layer_met4.png
Bar = 20 µm.
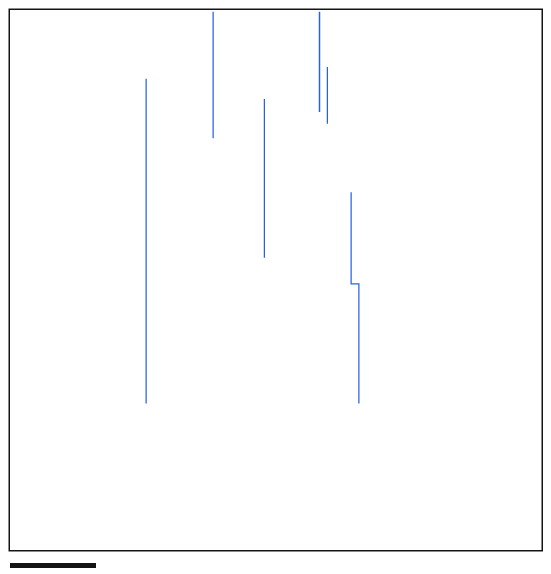
congestion.png
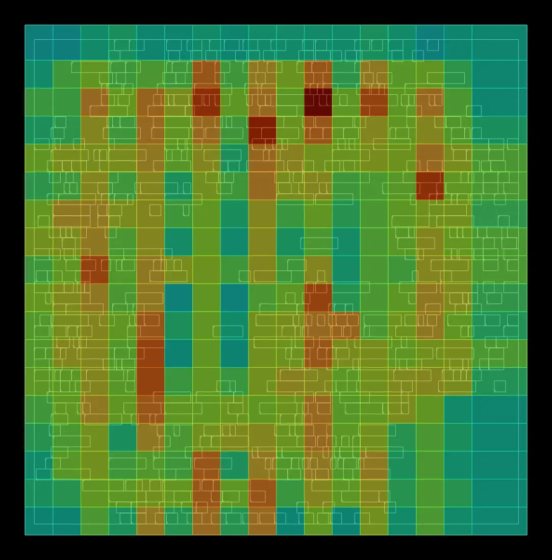
layer_met3.png
Bar = 20 µm.
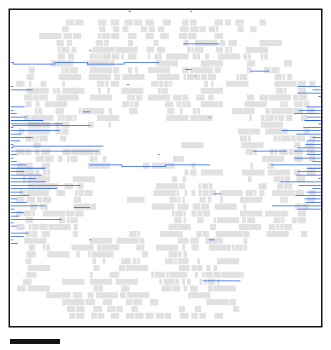
<file path="config.mk">
export PLATFORM = sky130hd
export DESIGN_NAME = mdr_mem_unit_flat
export DESIGN_NICKNAME = d
export VERILOG_FILES = /design/src/rtl/mdr_mem_pkg.sv /design/src/rtl/mdr_mem_unit_if.sv /design/src/rtl/mdr_mem_unit_wait_ctr.sv /design/src/rtl/mdr_mem_unit.sv /design/src/flat_wrapper.sv
export SDC_FILE = /design/constraint.sdc
export NUM_CORES = 1
export LEC_CHECK = 0
export CAP_MARGIN = 40
export CELL_PAD_IN_SITES_DETAIL_PLACEMENT = 0
export CELL_PAD_IN_SITES_GLOBAL_PLACEMENT = 1
export CORE_AREA = 2 2 122 124
export DETAILED_ROUTE_END_ITERATION = 7
export DIE_AREA = 0 0 124 126
export PLACE_DENSITY = 0.69
export SLEW_MARGIN = 20
export SYNTH_ARGS = -nofsm -noshare
export SYNTH_HDL_FRONTEND = slang
export SYNTH_HIERARCHICAL = 1
export SYNTH_SLANG_ARGS = --single-unit
</file>
<file path="constraint.sdc">
create_clock -name clock -period 3.2 [get_ports clock]
set_clock_uncertainty 0.05 [all_clocks]
set_input_delay 0.48 -clock clock [delete_from_list [all_inputs] [get_ports clock]]
set_output_delay 0.48 -clock clock [all_outputs]
set_load 0.1 [all_outputs]
</file>
<file path="src/rtl/mdr_mem_pkg.sv">
// Shared definitions for the MDR memory stage: default widths, wait-counter
// width and the transaction state encoding.
package mdr_mem_pkg;

   localparam int DATA_W_DEF  = 32;
   localparam int ADDR_W_DEF  = 9;
   localparam int TIMEOUT_DEF = 15;
   localparam int CNT_W       = 8;

   typedef enum logic [1:0] {
      IDLE    = 2'd0,
      RD_WAIT = 2'd1,
      WR_WAIT = 2'd2
   } state_e;

endpackage

</file>
<file path="src/rtl/mdr_mem_unit_if.sv">
// Single-word req/ack memory port between the MDR stage (master) and the
// memory (slave).
interface mdr_mem_unit_if
   import mdr_mem_pkg::*;
#(
   parameter int DATA_W = DATA_W_DEF,
   parameter int ADDR_W = ADDR_W_DEF
) ();

   logic              mem_req;
   logic              mem_we;
   logic [ADDR_W-1:0] mem_addr;
   logic [DATA_W-1:0] mem_wdata;
   logic [DATA_W-1:0] mem_rdata;
   logic              mem_ack;

   modport master (
      output mem_req, mem_we, mem_addr, mem_wdata,
      input  mem_rdata, mem_ack
   );

   modport slave (
      input  mem_req, mem_we, mem_addr, mem_wdata,
      output mem_rdata, mem_ack
   );

endinterface

</file>
<file path="src/rtl/mdr_mem_unit_wait_ctr.sv">
// Wait counter for memory acknowledge: clear, increment, and a flag that is
// high when the count has reached TIMEOUT-1.
module mem_wait_ctr
   import mdr_mem_pkg::*;
#(
   parameter int TIMEOUT = TIMEOUT_DEF
) (
   input  logic clock,
   input  logic clear,
   input  logic ctr_clr,
   input  logic ctr_inc,
   output logic tc
);

   logic [CNT_W-1:0] cnt_q, cnt_d;

   always_comb begin
      cnt_d = cnt_q;
      if (ctr_clr) begin
         cnt_d = '0;
      end else if (ctr_inc) begin
         cnt_d = cnt_q + CNT_W'(1);
      end
   end

   always_ff @(posedge clock or negedge clear) begin
      if (!clear) begin
         cnt_q <= '0;
      end else begin
         cnt_q <= cnt_d;
      end
   end

   assign tc = (cnt_q == CNT_W'(TIMEOUT - 1));

endmodule

</file>
<file path="src/rtl/mdr_mem_unit.sv">
// Memory Data Register stage: holds the MDR feeding the bus mux and runs
// single-word read/write transactions with a bounded wait for mem_ack.
module mdr_mem_unit
   import mdr_mem_pkg::*;
#(
   parameter int DATA_W  = DATA_W_DEF,
   parameter int ADDR_W  = ADDR_W_DEF,
   parameter int TIMEOUT = TIMEOUT_DEF
) (
   input  logic              clock,
   input  logic              clear,
   input  logic [DATA_W-1:0] bus_in,
   input  logic              mdr_in,
   input  logic [ADDR_W-1:0] mar_addr,
   input  logic              read,
   input  logic              write,
   output logic [DATA_W-1:0] mdr_out,
   output logic              busy,
   output logic              done,
   output logic              mem_err,
   output logic              cmd_err,
   mdr_mem_unit_if.master    mem
);

   state_e            state_q, state_d;
   logic [DATA_W-1:0] mdr_q, mdr_d;
   logic [ADDR_W-1:0] mem_addr_q, mem_addr_d;
   logic [DATA_W-1:0] mem_wdata_q, mem_wdata_d;
   logic              mem_req_q, mem_req_d;
   logic              mem_we_q, mem_we_d;
   logic              busy_q, busy_d;
   logic              done_q, done_d;
   logic              mem_err_q, mem_err_d;
   logic              cmd_err_q, cmd_err_d;
   logic              ctr_clr, ctr_inc, ctr_tc;

   mem_wait_ctr #(
      .TIMEOUT (TIMEOUT)
   ) u_wait_ctr (
      .clock   (clock),
      .clear   (clear),
      .ctr_clr (ctr_clr),
      .ctr_inc (ctr_inc),
      .tc      (ctr_tc)
   );

   always_comb begin
      state_d     = state_q;
      mdr_d       = mdr_q;
      mem_addr_d  = mem_addr_q;
      mem_wdata_d = mem_wdata_q;
      mem_req_d   = mem_req_q;
      mem_we_d    = mem_we_q;
      busy_d      = busy_q;
      mem_err_d   = mem_err_q;
      done_d      = 1'b0;
      cmd_err_d   = 1'b0;
      ctr_clr     = 1'b1;
      ctr_inc     = 1'b0;

      unique case (state_q)
         IDLE: begin
            if (mdr_in) begin
               mdr_d = bus_in;
            end
            if (read && write) begin
               cmd_err_d = 1'b1;
            end else if (read) begin
               mem_addr_d = mar_addr;
               mem_req_d  = 1'b1;
               mem_we_d   = 1'b0;
               busy_d     = 1'b1;
               mem_err_d  = 1'b0;
               state_d    = RD_WAIT;
            end else if (write) begin
               // A same-cycle MDR load is forwarded straight into the write data.
               mem_addr_d  = mar_addr;
               mem_wdata_d = mdr_in ? bus_in : mdr_q;
               mem_req_d   = 1'b1;
               mem_we_d    = 1'b1;
               busy_d      = 1'b1;
               mem_err_d   = 1'b0;
               state_d     = WR_WAIT;
            end
         end

         RD_WAIT, WR_WAIT: begin
            ctr_clr = 1'b0;
            // Ack takes priority over an expiring wait on the same edge.
            if (mem.mem_ack) begin
               if (state_q == RD_WAIT) begin
                  mdr_d = mem.mem_rdata;
               end
               mem_req_d = 1'b0;
               mem_we_d  = 1'b0;
               busy_d    = 1'b0;
               done_d    = 1'b1;
               ctr_clr   = 1'b1;
               state_d   = IDLE;
            end else if (ctr_tc) begin
               mem_req_d = 1'b0;
               busy_d    = 1'b0;
               done_d    = 1'b1;
               mem_err_d = 1'b1;
               ctr_clr   = 1'b1;
               state_d   = IDLE;
            end else begin
               ctr_inc = 1'b1;
            end
         end

         default: begin
            state_d = IDLE;
         end
      endcase
   end

   always_ff @(posedge clock or negedge clear) begin
      if (!clear) begin
         state_q     <= IDLE;
         mdr_q       <= '0;
         mem_addr_q  <= '0;
         mem_wdata_q <= '0;
         mem_req_q   <= 1'b0;
         mem_we_q    <= 1'b0;
         busy_q      <= 1'b0;
         done_q      <= 1'b0;
         mem_err_q   <= 1'b0;
         cmd_err_q   <= 1'b0;
      end else begin
         state_q     <= state_d;
         mdr_q       <= mdr_d;
         mem_addr_q  <= mem_addr_d;
         mem_wdata_q <= mem_wdata_d;
         mem_req_q   <= mem_req_d;
         mem_we_q    <= mem_we_d;
         busy_q      <= busy_d;
         done_q      <= done_d;
         mem_err_q   <= mem_err_d;
         cmd_err_q   <= cmd_err_d;
      end
   end

   assign mdr_out       = mdr_q;
   assign busy          = busy_q;
   assign done          = done_q;
   assign mem_err       = mem_err_q;
   assign cmd_err       = cmd_err_q;
   assign mem.mem_req   = mem_req_q;
   assign mem.mem_we    = mem_we_q;
   assign mem.mem_addr  = mem_addr_q;
   assign mem.mem_wdata = mem_wdata_q;

endmodule

</file>
<file path="src/flat_wrapper.sv">
// flat-port wrapper written by rule: the top's interface ports become plain ports
module mdr_mem_unit_flat import mdr_mem_pkg::*;
#(
   parameter int DATA_W  = DATA_W_DEF,
   parameter int ADDR_W  = ADDR_W_DEF,
   parameter int TIMEOUT = TIMEOUT_DEF
)
  (clock, clear, bus_in, mdr_in, mar_addr, read, write, mdr_out, busy, done, mem_err, cmd_err, mem_mem_req, mem_mem_we, mem_mem_addr, mem_mem_wdata, mem_mem_rdata, mem_mem_ack);
  mdr_mem_unit_if #(.DATA_W(DATA_W), .ADDR_W(ADDR_W)) mem_i ();
  input  logic clock;
  input  logic clear;
  input  logic [DATA_W-1:0] bus_in;
  input  logic mdr_in;
  input  logic [ADDR_W-1:0] mar_addr;
  input  logic read;
  input  logic write;
  output logic [DATA_W-1:0] mdr_out;
  output logic busy;
  output logic done;
  output logic mem_err;
  output logic cmd_err;
  output wire logic [$bits(mem_i.mem_req)-1:0] mem_mem_req;
  output wire logic [$bits(mem_i.mem_we)-1:0] mem_mem_we;
  output wire logic [$bits(mem_i.mem_addr)-1:0] mem_mem_addr;
  output wire logic [$bits(mem_i.mem_wdata)-1:0] mem_mem_wdata;
  input wire logic [$bits(mem_i.mem_rdata)-1:0] mem_mem_rdata;
  input wire logic [$bits(mem_i.mem_ack)-1:0] mem_mem_ack;
  assign mem_mem_req = mem_i.mem_req;
  assign mem_mem_we = mem_i.mem_we;
  assign mem_mem_addr = mem_i.mem_addr;
  assign mem_mem_wdata = mem_i.mem_wdata;
  assign mem_i.mem_rdata = mem_mem_rdata;
  assign mem_i.mem_ack = mem_mem_ack;
  mdr_mem_unit #(.DATA_W(DATA_W), .ADDR_W(ADDR_W), .TIMEOUT(TIMEOUT)) u_core (.clock(clock), .clear(clear), .bus_in(bus_in), .mdr_in(mdr_in), .mar_addr(mar_addr), .read(read), .write(write), .mdr_out(mdr_out), .busy(busy), .done(done), .mem_err(mem_err), .cmd_err(cmd_err), .mem(mem_i));
endmodule
</file>
==> reports/summary.rpt <==
==============================================================================
Outcome ......................................................... complete, no violations
DRC violation count after routing ...............................            0
Yosys warns .....................................................            6
Final non-clock buffer share ....................................       24.78%
Largest logic family ............................................ AND-OR/OR-AND gates
Most common cell after layout, fill and taps aside ..............      dfrtp_1
Aggregate global-route resource usage ...........................       15.16%
Number of tap cells inserted ....................................          184
Number of clock-tree buffers in the layout ......................           12
Post-CTS setup-driven buffer insertion count ....................            0
Flop share of the area ..........................................       36.65%
Worst path bufs/invs ............................................            2
Hold/Removal Path Class .........................................   reg -> reg
CTS Buf Count ...................................................            9
Cell with the largest stage delay on the worst path .............       or3b_1
Top cell by count, worst path ...................................        inv_1
RePlAce Congestion ..............................................       0.7864
Biggest Area Class .............................................. flip-flops and latches
Cell types with the largest area share after synthesis .......... dfrtp_1 (52%), mux2i_1 (7.6%), a21oi_2 (6.3%)
Endpoints failing setup .........................................            0
Standard cell area after detailed placement .....................     5717 µm²
Top-area cell type share of the netlist area ....................       52.49%
Ys flop type ....................................................      dfrtp_1
Highest metal used ..............................................         met4
Placed wire-length estimate .....................................      7964 µm
Number of I/O port buffers ......................................          157
Cell-by-cell listing of the critical path ....................... inv_1, ha_1, nand4b_1, nor4_1, or3b_1, inv_1, o21ai_0, or4_1, a21oi_1
Area share of fa/ha/maj cells after synthesis ...................       2.088%
Layout overhead on the synthesized area .........................       43.21%
Post-route antenna net violation count ..........................            0
R2R Setup Slk ...................................................      0.64 ns
Ys cells ........................................................          390
Most used cells in the layout excluding fill and tap cells ...... dfrtp_1 (88), buf_4 (86), clkdlybuf4s50_1 (76)
Fraction of layout cells with a size suffix above 1 .............       27.11%
# fillers .......................................................         1406
Utilization after layout ........................................       41.98%
Post-synthesis average cell area ................................    10.76 µm²
Highest Clock Rate ..............................................   0.3911 GHz
Worst-path maximum fanout .......................................            8
Final period demand of the worst path ...........................     2.557 ns
GRT busiest layer ...............................................         met2
Row count .......................................................           44
DR vias/cell ....................................................        4.685
First-pass iteration count of the detailed router ...............            4
Core Util at FP .................................................       29.31%
Library cell with the highest instance count after synthesis ....      dfrtp_1
Number of nets in the layout ....................................          627
Share of synthesized cell area in and, or, nand and nor gates ...       7.784%
Met2 capacity usage during global routing .......................       25.47%
Final worst-path setup slack ....................................    0.6431 ns
Resize count post-CTS ...........................................            0
Buffers from clock root to sink, at most ........................            2
Top-level I/O count .............................................          158
Fraction of area in clock buffers and inverters .................       4.686%
Clock latency at the later pin of the worst-skew pair ...........      0.34 ns
Worst hold margin ...............................................    0.4614 ns
EDFF count, synth ...............................................            0
Final Max-Slew Violation Tally ..................................            0
Log Warnings ....................................................           30
Xor-xnor portion of the synthesized cell area ...................      0.8351%
Unique cell type count in the Yosys netlist .....................           38
Reg2reg start ................................................... u_core/u_wait_ctr/cnt_q[0]
Logic share of the area .........................................       27.49%
Largest net degree at the start of global routing ...............           65
Setup Crit Path Kind ............................................   reg -> reg
Horizontal die dimension ........................................       124 µm
Sequential Area .................................................     2202 µm²
Number of diodes added for antenna fixing .......................            0
Vertical die dimension ..........................................       126 µm
Cell area after synthesis .......................................     4195 µm²
Number of cells in the finished layout apart from fillers .......          730
Total met3 wirelength after detailed routing ....................       833 µm
Count of endpoints failing hold in the final timing report ......            0
Max-cap viol count ..............................................            0
Reg2reg end ..................................................... u_core/u_wait_ctr/cnt_q[7]
Setup repair after global routing missed its margin .............        false
Sum of negative setup slack .....................................         0 ns
Sum of met2 wire segment lengths after detailed routing .........      5595 µm
Depth of the worst register-to-register path ....................            9
Area of combinational cells with multiple inputs ................     1652 µm²
Master cell of the clock root buffer ............................    clkbuf_16
TritonCTS clock tree ............................................         done
# hold bufs at CTS ..............................................            1
Initial DRC count ...............................................          114
Normalized max-slew margin ......................................       57.32%
H-tree lvl count ................................................            3
Share of flip-flops with an asynchronous set or reset ...........       100.0%
Post-Syn Nets ...................................................          476
Yosys stat area .................................................     4195 µm²
Final critical-path share of the clock period ...................       79.90%
Initial antenna violation count .................................            0
Arrival time worst endpoint .....................................      2.77 ns
Met1 GRT Util ...................................................       18.16%
Startpoint class of the critical path ...........................     register
Comb_multi_in ...................................................          234
Aoi/oai-family share of the synthesized area ....................       18.58%
Flip-flops ......................................................           88
Global-route wire length before repair ..........................     18200 µm
Number of logic stages on the critical path including buffering .            9
Number of synthesized register bits .............................           88
Area of the core region .........................................    14310 µm²
Actual slew at the worst max-slew pin ...........................    0.6402 ns
Largest area contributor in the synthesized netlist .............      dfrtp_1
Worst Hold Depth ................................................            1
Endpoint with the worst hold slack .............................. u_core/mem.mem_addr[1]
Cell class contributing the biggest share of worst-path delay ... simple AND/OR/NAND/NOR gates
Floorplan die area ..............................................    15620 µm²
Critical path launch point ...................................... u_core/u_wait_ctr/cnt_q[0]
Invs w/o clock ..................................................           41
CP peak stage delay .............................................      0.50 ns
Worst slack, placed .............................................    0.5185 ns
Data required time at the worst endpoint ........................      3.41 ns
Instance tally after logic synthesis ............................          390
Finished layout cell area .......................................     6008 µm²
Most used standard cells in the synthesized netlist ............. dfrtp_1 (88), a21oi_1 (41), inv_1 (41), nor2_1 (41), mux2i_1 (32)
==============================================================================
Notes on layer_met4.png above:
longest straight run: 75.5 µm
main direction: vertical
via count: 3420
Final Routed Wirelength: 11500 µm

Notes on congestion.png above:
WL per Instance: 15.75 µm
grt met3 use: 4.484%

Notes on layer_met3.png above:
main direction: horizontal
nets with wire on the layer: 85

